==> src/rtl/hub75_panel_rx.sv <==
`default_nettype none
// ============================================================================
//  Module      : hub75_panel_rx
//  Description : HUB75 panel-side receiver. Samples the shifted RGB stream,
//                captures a row pair on each LAT rising edge and replays it
//                as a column-indexed, ready/valid pixel stream.
//  Revision    : 1.0 - initial release
// ============================================================================
module hub75_panel_rx #(
  parameter int COLS     = 32,
  parameter int ROW_BITS = 4
) (
  input  logic                             clk,
  input  logic                             reset,
  input  logic                             shift_en,
  input  logic [2:0]                       rgb1_in,
  input  logic [2:0]                       rgb2_in,
  input  logic [ROW_BITS-1:0]              row_in,
  input  logic                             lat_in,
  input  logic                             oe_in,
  output logic                             pix_valid,
  input  logic                             pix_ready,
  output logic [ROW_BITS-1:0]              pix_row,
  output logic [$clog2(COLS)-1:0]          pix_col,
  output logic [2:0]                       pix_rgb1,
  output logic [2:0]                       pix_rgb2,
  output logic                             pix_last,
  output logic                             pix_shown,
  output logic                             row_err,
  output logic                             overrun
);

  localparam int CW   = $clog2(COLS);
  localparam int CNTW = $clog2(2 * COLS);

  localparam logic [CW-1:0]   c_col_last = CW'(COLS - 1);
  localparam logic [CNTW-1:0] c_cnt_max  = CNTW'(2 * COLS - 1);
  localparam logic [CNTW-1:0] c_cnt_full = CNTW'(COLS);

  typedef enum logic [0:0] {S_IDLE = 1'b0, S_DRAIN = 1'b1} state_t;

  state_t               r_state;
  logic [2:0]           r_sr1   [COLS];
  logic [2:0]           r_sr2   [COLS];
  logic [2:0]           r_hold1 [COLS];
  logic [2:0]           r_hold2 [COLS];
  logic [CNTW-1:0]      r_shift_cnt;
  logic                 r_lat_d;
  logic                 r_valid;
  logic [CW-1:0]        r_col;
  logic [ROW_BITS-1:0]  r_row;
  logic                 r_shown;
  logic                 r_row_err;
  logic                 r_overrun;

  logic [2:0]           w_sr1_nxt [COLS];
  logic [2:0]           w_sr2_nxt [COLS];
  logic [CNTW-1:0]      w_cnt_eff;
  logic                 w_latch;

  // Shift register after this edge's sample; a latch on the same edge sees it.
  always_comb begin
    w_sr1_nxt = r_sr1;
    w_sr2_nxt = r_sr2;
    if (shift_en) begin
      for (int i = 0; i < COLS - 1; i++) begin
        w_sr1_nxt[i] = r_sr1[i+1];
        w_sr2_nxt[i] = r_sr2[i+1];
      end
      w_sr1_nxt[COLS-1] = rgb1_in;
      w_sr2_nxt[COLS-1] = rgb2_in;
    end
  end

  assign w_latch   = lat_in & ~r_lat_d;
  assign w_cnt_eff = (shift_en && (r_shift_cnt != c_cnt_max)) ? r_shift_cnt + 1'b1
                                                             : r_shift_cnt;

  always_ff @(posedge clk) begin
    if (reset) begin
      r_state     <= S_IDLE;
      r_shift_cnt <= '0;
      r_lat_d     <= 1'b0;
      r_valid     <= 1'b0;
      r_col       <= '0;
      r_row       <= '0;
      r_shown     <= 1'b0;
      r_row_err   <= 1'b0;
      r_overrun   <= 1'b0;
      for (int i = 0; i < COLS; i++) begin
        r_sr1[i]   <= '0;
        r_sr2[i]   <= '0;
        r_hold1[i] <= '0;
        r_hold2[i] <= '0;
      end
    end else begin
      r_lat_d   <= lat_in;
      r_row_err <= 1'b0;
      r_overrun <= 1'b0;
      r_sr1     <= w_sr1_nxt;
      r_sr2     <= w_sr2_nxt;

      if (w_latch) begin
        r_shift_cnt <= '0;
        r_row_err   <= (w_cnt_eff != c_cnt_full);
      end else begin
        r_shift_cnt <= w_cnt_eff;
      end

      if (!oe_in) r_shown <= 1'b1;

      if (r_state == S_IDLE) begin
        if (w_latch) begin
          r_hold1 <= w_sr1_nxt;
          r_hold2 <= w_sr2_nxt;
          r_row   <= row_in;
          r_shown <= 1'b0;
          r_col   <= '0;
          r_valid <= 1'b1;
          r_state <= S_DRAIN;
        end
      end else begin
        // A latch during replay is dropped; only the overrun flag records it.
        if (w_latch) r_overrun <= 1'b1;
        if (pix_ready) begin
          if (r_col == c_col_last) begin
            r_col   <= '0;
            r_valid <= 1'b0;
            r_state <= S_IDLE;
          end else begin
            r_col <= r_col + 1'b1;
          end
        end
      end
    end
  end

  assign pix_valid = r_valid;
  assign pix_row   = r_row;
  assign pix_col   = r_col;
  assign pix_rgb1  = r_valid ? r_hold1[r_col] : 3'b000;
  assign pix_rgb2  = r_valid ? r_hold2[r_col] : 3'b000;
  assign pix_last  = r_valid && (r_col == c_col_last);
  assign pix_shown = r_shown;
  assign row_err   = r_row_err;
  assign overrun   = r_overrun;

endmodule
`default_nettype wire

==> config.mk <==
export PLATFORM = sky130hd
export DESIGN_NAME = hub75_panel_rx
export DESIGN_NICKNAME = d
export VERILOG_FILES = /design/src/rtl/hub75_panel_rx.sv
export SDC_FILE = /design/constraint.sdc
export NUM_CORES = 1
export LEC_CHECK = 0
export CORE_MARGIN = 3
export CORE_UTILIZATION = 50
export CTS_CLUSTER_DIAMETER = 120
export DETAILED_ROUTE_END_ITERATION = 8
export PLACE_DENSITY = 0.64
export SLEW_MARGIN = 40
export SYNTH_ARGS = -nofsm -noshare
export SYNTH_HDL_FRONTEND = slang
export SYNTH_SLANG_ARGS = --single-unit
==> constraint.sdc <==
create_clock -name clk -period 2.45 [get_ports clk]
set_input_delay 0.735 -clock clk [delete_from_list [all_inputs] [get_ports clk]]
set_output_delay 0.735 -clock clk [all_outputs]
set_load 0.005 [all_outputs]
==> reports/results.ini <==
[synthesis]
logic_family = multiplexers
netlist-cell-type-count = 42
yosysChipArea_um2 = 15050
simple_gate_share = 0.06959
largest_area_cell = dfxtp_1
mux_area_frac = 0.2196
top_cells_by_count = 405 x dfxtp_1, 206 x mux2i_1, 206 x nor2_1, 192 x o22a_1, 53 x clkbuf_1
synthAoiAreaFrac = 0.1331
top_cells_by_area = dfxtp_1 54%, mux2i_1 14%, o22a_1 11%
synthesis.nets = 1306
synth_cells = 1287
syn-mean-instance-area_um2 = 11.69
ff_type = dfxtp_1
ys_cells = 1287
synth-edff-count = 0
seq_area_frac_synth = 0.5388
yosysMostFrequentCell = dfxtp_1
top_area_frac = 0.5388
yosys_warnings = 0

[critical_path]
critical_path.max_fanout = 5
cp_slowest_stage_delay_ns = 0.48
reg2reg_depth = 10
critPathLaunchType = flop
rr_endpoint = pix_col[3]
worst_setup_path_end_kind = output port
reg2reg_from = pix_col[1]
cp_num_cells = 8
criticalPathCategory = flop to output port
cp.buffers_inverters = 4
critPathArrivalTime_ns = 2.39
path_cells = buf_12, buf_12, buf_12, mux4_2, mux2_4, o221ai_4, a31oi_4, buf_2
slowest_stage = mux4_2
worstPathRequired_ns = 1.71

[cts]
cts.htree.levels = 2
worstSkewPairLatency_ns = 0.53
clk_pin_slew_ns = 0.06
clkSinkCount = 405
cts_buffers = 42
tritoncts = done
root_buffer = clkbuf_16

[final_timing]
slew_violations = 0
tightestPinTransition_ns = 0.5355
setup_viol = 7
layout_min_cycle_time_ns = 3.126
hold_violations = 0
slew_headroom = 0.6392
fmax_ghz = 0.3199
rsz0062_at_grt = yes
min_period_over_period = 1.276
finalWorstSetupSlack_ns = -0.6763

[global_routing]
gr-total-overflow = 0
grt_pass1_vias = 9905
antenna_found_initial = 0
grt_pass1_wl_mm = 52.76

[worst_hold_path]
hp-class = flop to flop
hold_depth = 2
holdCritStartpoint = pix_row[0]

[die]
die_h_um = 179.5
die_area_um2 = 32210
die_x_um = 179.5
row_count = 62

[place]
portBuffers = 35
dpl.hpwl_mm = 20.26
placed_cells = 1674
post_dp_cell_area_um2 = 16320
place_ws_ns = -0.5954

[outcome]
outcome = finished, violations left
violations = negative setup slack

[final_layout]
fin_area_um2 = 18260
n_antenna_cell = 0
layout-drive-gt1-share = 0.1942
fin_cells = 1774
area_growth_pct = 21.31
comb_area_um2 = 6606
lay_top_count = dfxtp_1

[pwr]
irDropWorstVdd_uv = 460.3
p_per_area_nw_per_um2 = 817.4
p_leak_nw = 8.364

[detailed_routing]
vias = 9966
drt_iter0_drc = 663
first_pass_iters = 5
avgViaCountPerCell = 5.618
routed_wl_mm = 32.01
drc = 0
antenna_left = 0

[run]
drv_cap = 0

## worst register-to-register path: stages (launching register included)
cell and delay, ns:
dfxtp_4 0.36, buf_12 0.14, buf_4 0.15, buf_16 0.13, ha_2 0.17, and3_4 0.19
ha_4 0.15, buf_4 0.14, nand3b_1 0.24, or4b_4 0.57, a21oi_2 0.12
## per-layer routing
layer  wire length [um]  track usage  up-vias
met4                564      0.04579        0
li1                   -            -     4890
met3               1090      0.03032       49
met2              14490       0.3046      140
met5                  0            0        -
met1              15860       0.2833     4887
## state kept, by name (all words and copies together), names as in the netlist, 4 cells and up
signal       count
pix_col          5
pix_row          4
r_hold1         96
r_hold2         96
r_shift_cnt      6
r_sr1           96
r_sr2           96
## worst max-delay path by stage
stage	from	endpoint	slack, ns
5_1_grt	pix_col[1]	pix_rgb1[2]	-0.74
6_report	pix_col[1]	pix_rgb1[2]	-0.68
3_5_place_dp	pix_col[1]	pix_rgb2[0]	-0.60
3_3_place_gp	pix_col[1]	pix_rgb1[2]	-0.58
2_1_floorplan	pix_col[1]	pix_rgb2[2]	0.06
4_1_cts	pix_col[1]	pix_rgb1[2]	-0.70
## repair_timing
action                                  CTS  global route
resized                                  87            21
pin swaps                                11             6
hold buffers                              0             0
cloned                                    1             0
setup buffers                            24             0
endpoints found under the setup margin   11            11
## cell type report
cell class	instances	area share
clock buffers	61	0.06991
clock inverters	17	0.01302
flip-flops and latches	405	0.4450
multi-input cells	771	0.3619
repair buffers	135	0.08369
inverters	1	0.0002056
well taps	384	0.02632
## report_power, final
| group | internal, mW | switching [mW] |
|---|---|---|
| Clock | 4.25 | 2.57 |
| Sequential | 6.86 | 0.175 |
| Combinational | 0.561 | 0.512 |
sizes.png
(2 px per um)
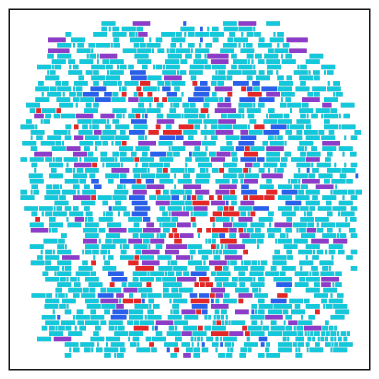
_6 and larger -> purple  # cells 104, share 7.5%
_3 and _4 cells -> red  # cells 87, share 6.3%
_0 and _1 cells -> cyan  # cells 1120, share 81%
_2 cells -> blue  # cells 79, share 5.7%

placement.png
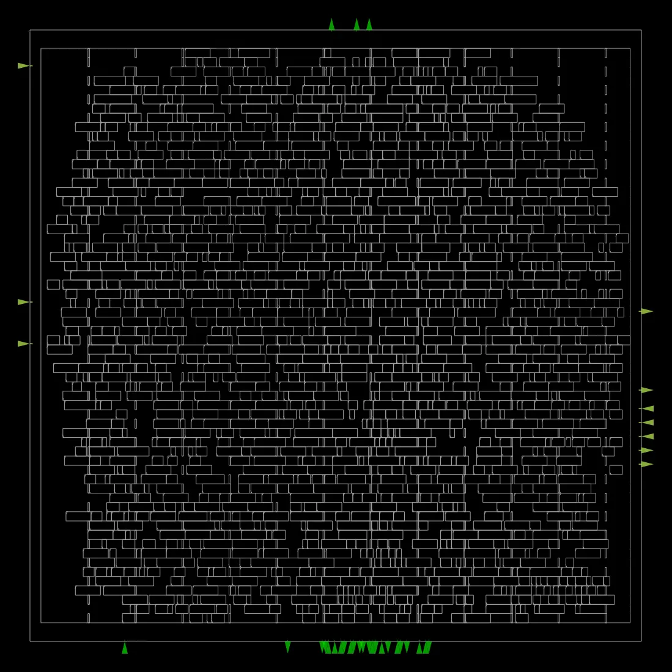
Flops: 405
tap cell count: 384
sequential portion of the cell area: 0.4450
layout filler cell count: 2343
CORE AREA: 29170 um^2

